### config.mk
export PLATFORM = sky130hd
export DESIGN_NAME = imem_stream_loader
export DESIGN_NICKNAME = d
export VERILOG_FILES = /design/src/rtl/imem_stream_loader.sv
export SDC_FILE = /design/constraint.sdc
export NUM_CORES = 1
export LEC_CHECK = 0
export CAP_MARGIN = 15
export CORE_UTILIZATION = 44
export CTS_CLUSTER_SIZE = 25
export DETAILED_ROUTE_END_ITERATION = 6
export GPL_TIMING_DRIVEN = 1
export PLACE_DENSITY = 0.74
export RECOVER_POWER = 50
export SETUP_SLACK_MARGIN = 0.15
export SLEW_MARGIN = 5
export SYNTH_ARGS = -nofsm -noshare
export SYNTH_HDL_FRONTEND = slang
export SYNTH_SLANG_ARGS = --single-unit
### constraint.sdc
create_clock -name t_clk -period 1.8 [get_ports t_clk]
set_input_delay 0.27 -clock t_clk [delete_from_list [all_inputs] [get_ports t_clk]]
set_output_delay 0.27 -clock t_clk [all_outputs]
set_load 0.03 [all_outputs]
### src/rtl/imem_stream_loader.sv
// rtl/imem_stream_loader.sv - byte-stream instruction-memory loader with core release
//
// Purpose: assembles little-endian 32-bit words from a byte stream, writes
// them to consecutive instruction-memory word addresses from 0, and raises
// t_core_run once LOAD_WORDS words have been written.
//
// Ports:
//   t_clk, t_rst         clock and synchronous active-high reset
//   t_start              load request pulse (honoured in IDLE or DONE only)
//   t_byte_valid/data    incoming byte stream
//   t_byte_ready         byte accepted this cycle (LOAD state only)
//   t_imem_we/addr/wdata instruction-memory write port, one strobe per word
//   t_busy               load in progress (LOAD or WRITE)
//   t_done, t_core_run   load complete, core released; held until next start
module imem_stream_loader #(
    parameter int ADDR_W     = 8,
    parameter int LOAD_WORDS = 64
) (
    input  logic              t_clk,
    input  logic              t_rst,
    input  logic              t_start,
    input  logic              t_byte_valid,
    input  logic [7:0]        t_byte_data,
    output logic              t_byte_ready,
    output logic              t_imem_we,
    output logic [ADDR_W-1:0] t_imem_addr,
    output logic [31:0]       t_imem_wdata,
    output logic              t_busy,
    output logic              t_done,
    output logic              t_core_run
);

    typedef enum logic [1:0] {
        S_IDLE  = 2'd0,
        S_LOAD  = 2'd1,
        S_WRITE = 2'd2,
        S_DONE  = 2'd3
    } state_t;

    // Truncating cast keeps the all-ones final address when LOAD_WORDS == 2^ADDR_W.
    localparam logic [ADDR_W-1:0] LAST_ADDR = ADDR_W'(LOAD_WORDS - 1);

    state_t            state_q, state_d;
    logic [1:0]        byte_cnt_q, byte_cnt_d;
    logic [ADDR_W-1:0] word_cnt_q, word_cnt_d;
    logic [31:0]       word_q, word_d;

    logic byte_fire;
    logic start_ok;

    // Ready is decoded from the registered state, so it never depends on valid.
    assign byte_fire = t_byte_valid && (state_q == S_LOAD);
    assign start_ok  = t_start && ((state_q == S_IDLE) || (state_q == S_DONE));

    // State and datapath registers.
    always_ff @(posedge t_clk) begin
        if (t_rst) begin
            state_q    <= S_IDLE;
            byte_cnt_q <= 2'd0;
            word_cnt_q <= '0;
            word_q     <= 32'd0;
        end else begin
            state_q    <= state_d;
            byte_cnt_q <= byte_cnt_d;
            word_cnt_q <= word_cnt_d;
            word_q     <= word_d;
        end
    end

    // Next-state logic.
    always_comb begin
        state_d = state_q;
        case (state_q)
            S_IDLE:  if (start_ok) state_d = S_LOAD;
            S_LOAD:  if (byte_fire && (byte_cnt_q == 2'd3)) state_d = S_WRITE;
            S_WRITE: state_d = (word_cnt_q == LAST_ADDR) ? S_DONE : S_LOAD;
            S_DONE:  if (start_ok) state_d = S_LOAD;
            default: state_d = S_IDLE;
        endcase
    end

    // Counters and word assembly.
    always_comb begin
        byte_cnt_d = byte_cnt_q;
        word_cnt_d = word_cnt_q;
        word_d     = word_q;
        if (start_ok) begin
            byte_cnt_d = 2'd0;
            word_cnt_d = '0;
            word_d     = 32'd0;
        end else if (byte_fire) begin
            case (byte_cnt_q)
                2'd0:    word_d[7:0]   = t_byte_data;
                2'd1:    word_d[15:8]  = t_byte_data;
                2'd2:    word_d[23:16] = t_byte_data;
                default: word_d[31:24] = t_byte_data;
            endcase
            // Two-bit counter wraps to 0 after the fourth byte.
            byte_cnt_d = byte_cnt_q + 2'd1;
        end else if ((state_q == S_WRITE) && (word_cnt_q != LAST_ADDR)) begin
            word_cnt_d = word_cnt_q + 1'b1;
        end
    end

    // Outputs are pure decodes of registered state.
    always_comb begin
        t_byte_ready = (state_q == S_LOAD);
        t_imem_we    = (state_q == S_WRITE);
        t_busy       = (state_q == S_LOAD) || (state_q == S_WRITE);
        t_done       = (state_q == S_DONE);
        t_core_run   = (state_q == S_DONE);
        t_imem_addr  = word_cnt_q;
        t_imem_wdata = word_q;
    end

endmodule

==> flow_metrics.tcl, run 1 <==
# implementation run metrics
set metrics [dict create \
    final_antenna_net_count 0 \
    synthCells 196 \
    fin_area_sq_um 2610 \
    final-clk-cell-share_pct 4.42 \
    grt_max_degree 20 \
    io_pins 57 \
    hold_slack_ps 458 \
    fp-row-count 23 \
    synth.logic.top_family "simple AND/OR/NAND/NOR gates" \
    busiest_layer "met2" \
    nNonClkBuffers 69 \
    ys_sh_aoi_pct 9.75 \
    synth.top_cell.area_share_pct 47.3 \
    powerDensity_nw_per_um2 949 \
    muxShareOfSynthArea_pct 16.2 \
    io_buffers 56 \
    rr_startpoint "state_q[1]$_SDFFE_PP0P_" \
    power_leakage_nw 1.15 \
    crit_cells 5 \
    wl_met3_um 249 \
    min_from "t_imem_wdata[29]$_SDFFE_PP0P_" \
    fin_nets 283 \
    regToRegSetupSlack_ps 140 \
    worstPathRequired_ps 2000 \
    drt_iter0_drc 99 \
    post-cts-setup-buffers 2 \
    drt-met1-wl_um 2030 \
    power_mw 2.47 \
    use_met3_pct 6.51 \
    dieHeight_um 67.0 \
    synth_top_cell_by_area "dfxtp_1" \
    fin_util_pct 64.7 \
    place_ws_ps 22.4 \
    final-seq-area_sq_um 891 \
    setup_viol_count_final 0 \
    met2_usage_pct 29.6 \
    gp_congestion 0.810 \
    nClkBuffers 5 \
    cp.arrival_ps 1860 \
    common_cells "dfxtp_1, mux2i_1, nand2_1, nor2_1, a21oi_1" \
    whs_path_depth 2 \
    setup_tns_ps 0 \
    syn_nets 216 \
    path_clk_slew_ps 90 \
    die_area_sq_um 4490 \
    async_flop_share_pct 0 \
    overflow 0 \
    largest_reg_flops 32 \
    hold_viol 0 \
    startpoint "state_q[1]$_SDFFE_PP0P_" \
    met1_usage_pct 26.3 \
    seq_power_share_pct 42.5 \
    dp.cells 304 \
    clockBufferDepth 2 \
    holdPathEnd "t_imem_wdata[29]$_SDFFE_PP0P_" \
    syn-cell-area_sq_um 1860 \
    post-route-period-util_pct 92.1 \
    status "complete, no violations" \
    synth_cell_types 29 \
    placed_area_sq_um 2570 \
    critPathSlowestCell "or4_1" \
    endpoint_kind "flop" \
    cp_top_family "AND-OR/OR-AND gates" \
    holdBufCountCts 0 \
    p_comb_uw 637 \
    die_x_um 67.0 \
    grt_pass1_wl_um 6520 \
    cts_max_level 2 \
    crit_path_max_incr_delay_ps 460 \
    topCellsByArea "dfxtp_1, mux2i_1, ha_1" \
    reg2regPathDepth 5 \
    routed-wl-met2_um 1900 \
    crit_chain "inv_1 > ha_1 > a21bo_4 > or4_1 > o211a_1" \
    ys_warn_count 0 \
    seq_share_pct 34.2 \
    maxCapViolCount 0 \
    cp.buffers_inverters 1 \
    buf_share_pct 22.6 \
    slew_headroom_pct 72.7 \
    routed.top_layer "met4" \
    combPwrFrac_pct 25.8 \
    cts_resized 10 \
    crit_type "flop to flop" \
    n_antenna_cell 0 \
    final_cell_mix "clkdlybuf4s50_1, dfxtp_1, mux2i_1" \
    logic_area_sq_um 926 \
    largestClassByArea "multi-input combinational cells" \
    ys_area_sq_um 1860 \
    p_sw_share_pct 31.1 \
    place_hpwl_um 2990 \
    power.group.top "registers" \
    root_buffer "clkbuf_8" \
    worst_slack_ps 142 \
]
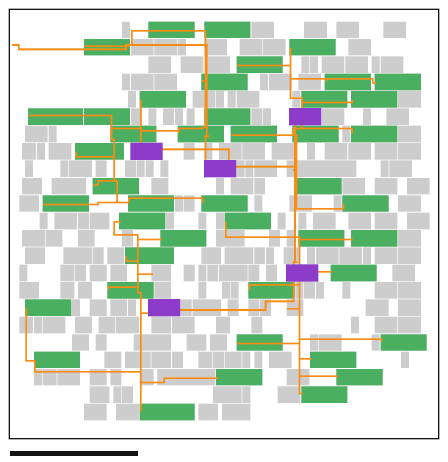
Figure 1: run 1, clock wires, drivers and flops.
The bar under the picture is 20 um long.
[purple] clock-net drivers | count: 5
[green] flip-flops | count: 44
[orange] clock wires | length: 539 um
routed clock nets: 6
flops lie: all over the die
clk_lat worst skew: 300 ps
P_clk: 785 uW
clock share of power: 31.7%
Worst Skew: 6.70 ps

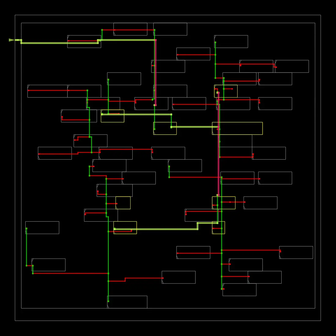
Figure 2: run 1, clock nets.
clock sinks: 44
Num CTS Buffers: 5
flop count: 44

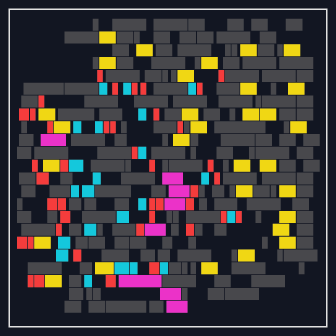
Figure 3: run 1, gate-type map.
[red] nand cells | cells: 41 | most used: nand2_1
[magenta] fa/ha/maj cells | cells: 8 | most used: ha_1
[cyan] aoi and oai cells | cells: 22 | most used: a21oi_1
[yellow] mux cells | cells: 30 | most used: mux2i_1 | where: all over the die

==> inputs of run 2 (changes only) <==
--- a/config.mk
+++ b/config.mk
@@ -5,7 +5,7 @@
 export SDC_FILE = /design/constraint.sdc
 export NUM_CORES = 1
 export LEC_CHECK = 0
-export CAP_MARGIN = 15
+export CAP_MARGIN = 25
 export CORE_UTILIZATION = 44
 export CTS_CLUSTER_SIZE = 25
 export DETAILED_ROUTE_END_ITERATION = 6
==> run 2 against run 1 <==
  * Cell count is the same
  * Global-route usage is the same
  * Synthesized cell count is the same
  * Maximum frequency stayed put
  * Sequential power hardly changed
  * Sequential share of layout area is the same
  * Die area unchanged
  * Total power stayed put
  * Critical path type unchanged
==> flow_metrics.tcl, run 2 <==
# implementation run metrics
set metrics [dict create \
    status "complete, no violations" \
    buf_share_pct 22.6 \
    grt_pass1_wl_um 6520 \
    flops 44 \
    routed-wl-met2_um 1900 \
    crit_cells 5 \
    drv_slew 0 \
    gp_congestion 0.810 \
    busiest_layer "met2" \
    ys_area_sq_um 1860 \
    holdBufCountCts 0 \
    use_met3_pct 6.51 \
    path_clk_slew_ps 90 \
    routed.top_layer "met4" \
    clkLatencyLatePin_ps 300 \
    dieHeight_um 67.0 \
    p_clk_share_pct 31.7 \
    topCellsByArea "dfxtp_1, mux2i_1, ha_1" \
    syn-cell-area_sq_um 1860 \
    drt-met1-wl_um 2030 \
    seq_share_pct 34.2 \
    place_ws_ps 22.4 \
    ys_sh_aoi_pct 9.75 \
    largest_reg_flops 32 \
    synth_cell_types 29 \
    synth.top_cell.area_share_pct 47.3 \
    synth_top_cell_by_area "dfxtp_1" \
    startpoint "state_q[1]$_SDFFE_PP0P_" \
    setup_tns_ps 0 \
    min_from "t_imem_wdata[29]$_SDFFE_PP0P_" \
    powerDensity_nw_per_um2 949 \
    final_cell_mix "clkdlybuf4s50_1, dfxtp_1, mux2i_1" \
    wl_met3_um 249 \
    grt_max_degree 20 \
    rr_startpoint "state_q[1]$_SDFFE_PP0P_" \
    maxCapViolCount 0 \
    fp-row-count 23 \
    skew_ps 6.70 \
    worstPathRequired_ps 2000 \
    fin_area_sq_um 2610 \
    overflow 0 \
    p_sw_share_pct 31.1 \
    cts_resized 10 \
    muxShareOfSynthArea_pct 16.2 \
    final-clk-cell-share_pct 4.42 \
    hold_viol 0 \
    worst_slack_ps 142 \
    io_buffers 56 \
    root_buffer "clkbuf_8" \
    cp.buffers_inverters 1 \
    final-seq-area_sq_um 891 \
    logic_area_sq_um 926 \
    cp_top_family "AND-OR/OR-AND gates" \
    die_area_sq_um 4490 \
    ys_warn_count 0 \
    n_antenna_cell 0 \
    nClkBuffers 5 \
    synthCells 196 \
    synth.logic.top_family "simple AND/OR/NAND/NOR gates" \
    crit_path_max_incr_delay_ps 460 \
    reg2regPathDepth 5 \
    place_hpwl_um 2990 \
    crit_type "flop to flop" \
    io_pins 57 \
    p_comb_uw 637 \
    power_mw 2.47 \
    drt_iter0_drc 99 \
    fin_nets 283 \
    regToRegSetupSlack_ps 140 \
    nNonClkBuffers 69 \
    endpoint_kind "flop" \
    dp.cells 304 \
    cts_made_buffers 5 \
    seq_power_share_pct 42.5 \
    cts_sinks 44 \
    combPwrFrac_pct 25.8 \
    cp.arrival_ps 1860 \
    post-cts-setup-buffers 2 \
    die_x_um 67.0 \
    final_antenna_net_count 0 \
    cts_max_level 2 \
]
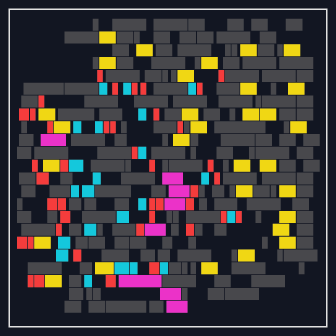
Figure 4: run 2, gate-type map.
Commonest Layout Cell: clkdlybuf4s50_1
non-filler instance count after layout: 314

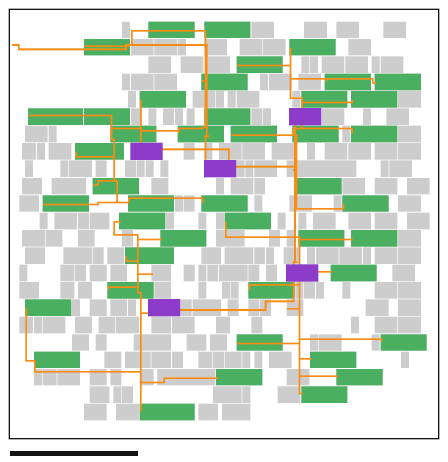
Figure 5: run 2, clock wires, drivers and flops.
The bar under the picture is 20 um long.
[purple] clock-net drivers | count: 5
[green] flip-flops | count: 44
[orange] clock wires | length: 539 um
flops lie: all over the die
routed clock nets: 6

Power figures rest on the tool's default switching activity, not on a simulated workload.
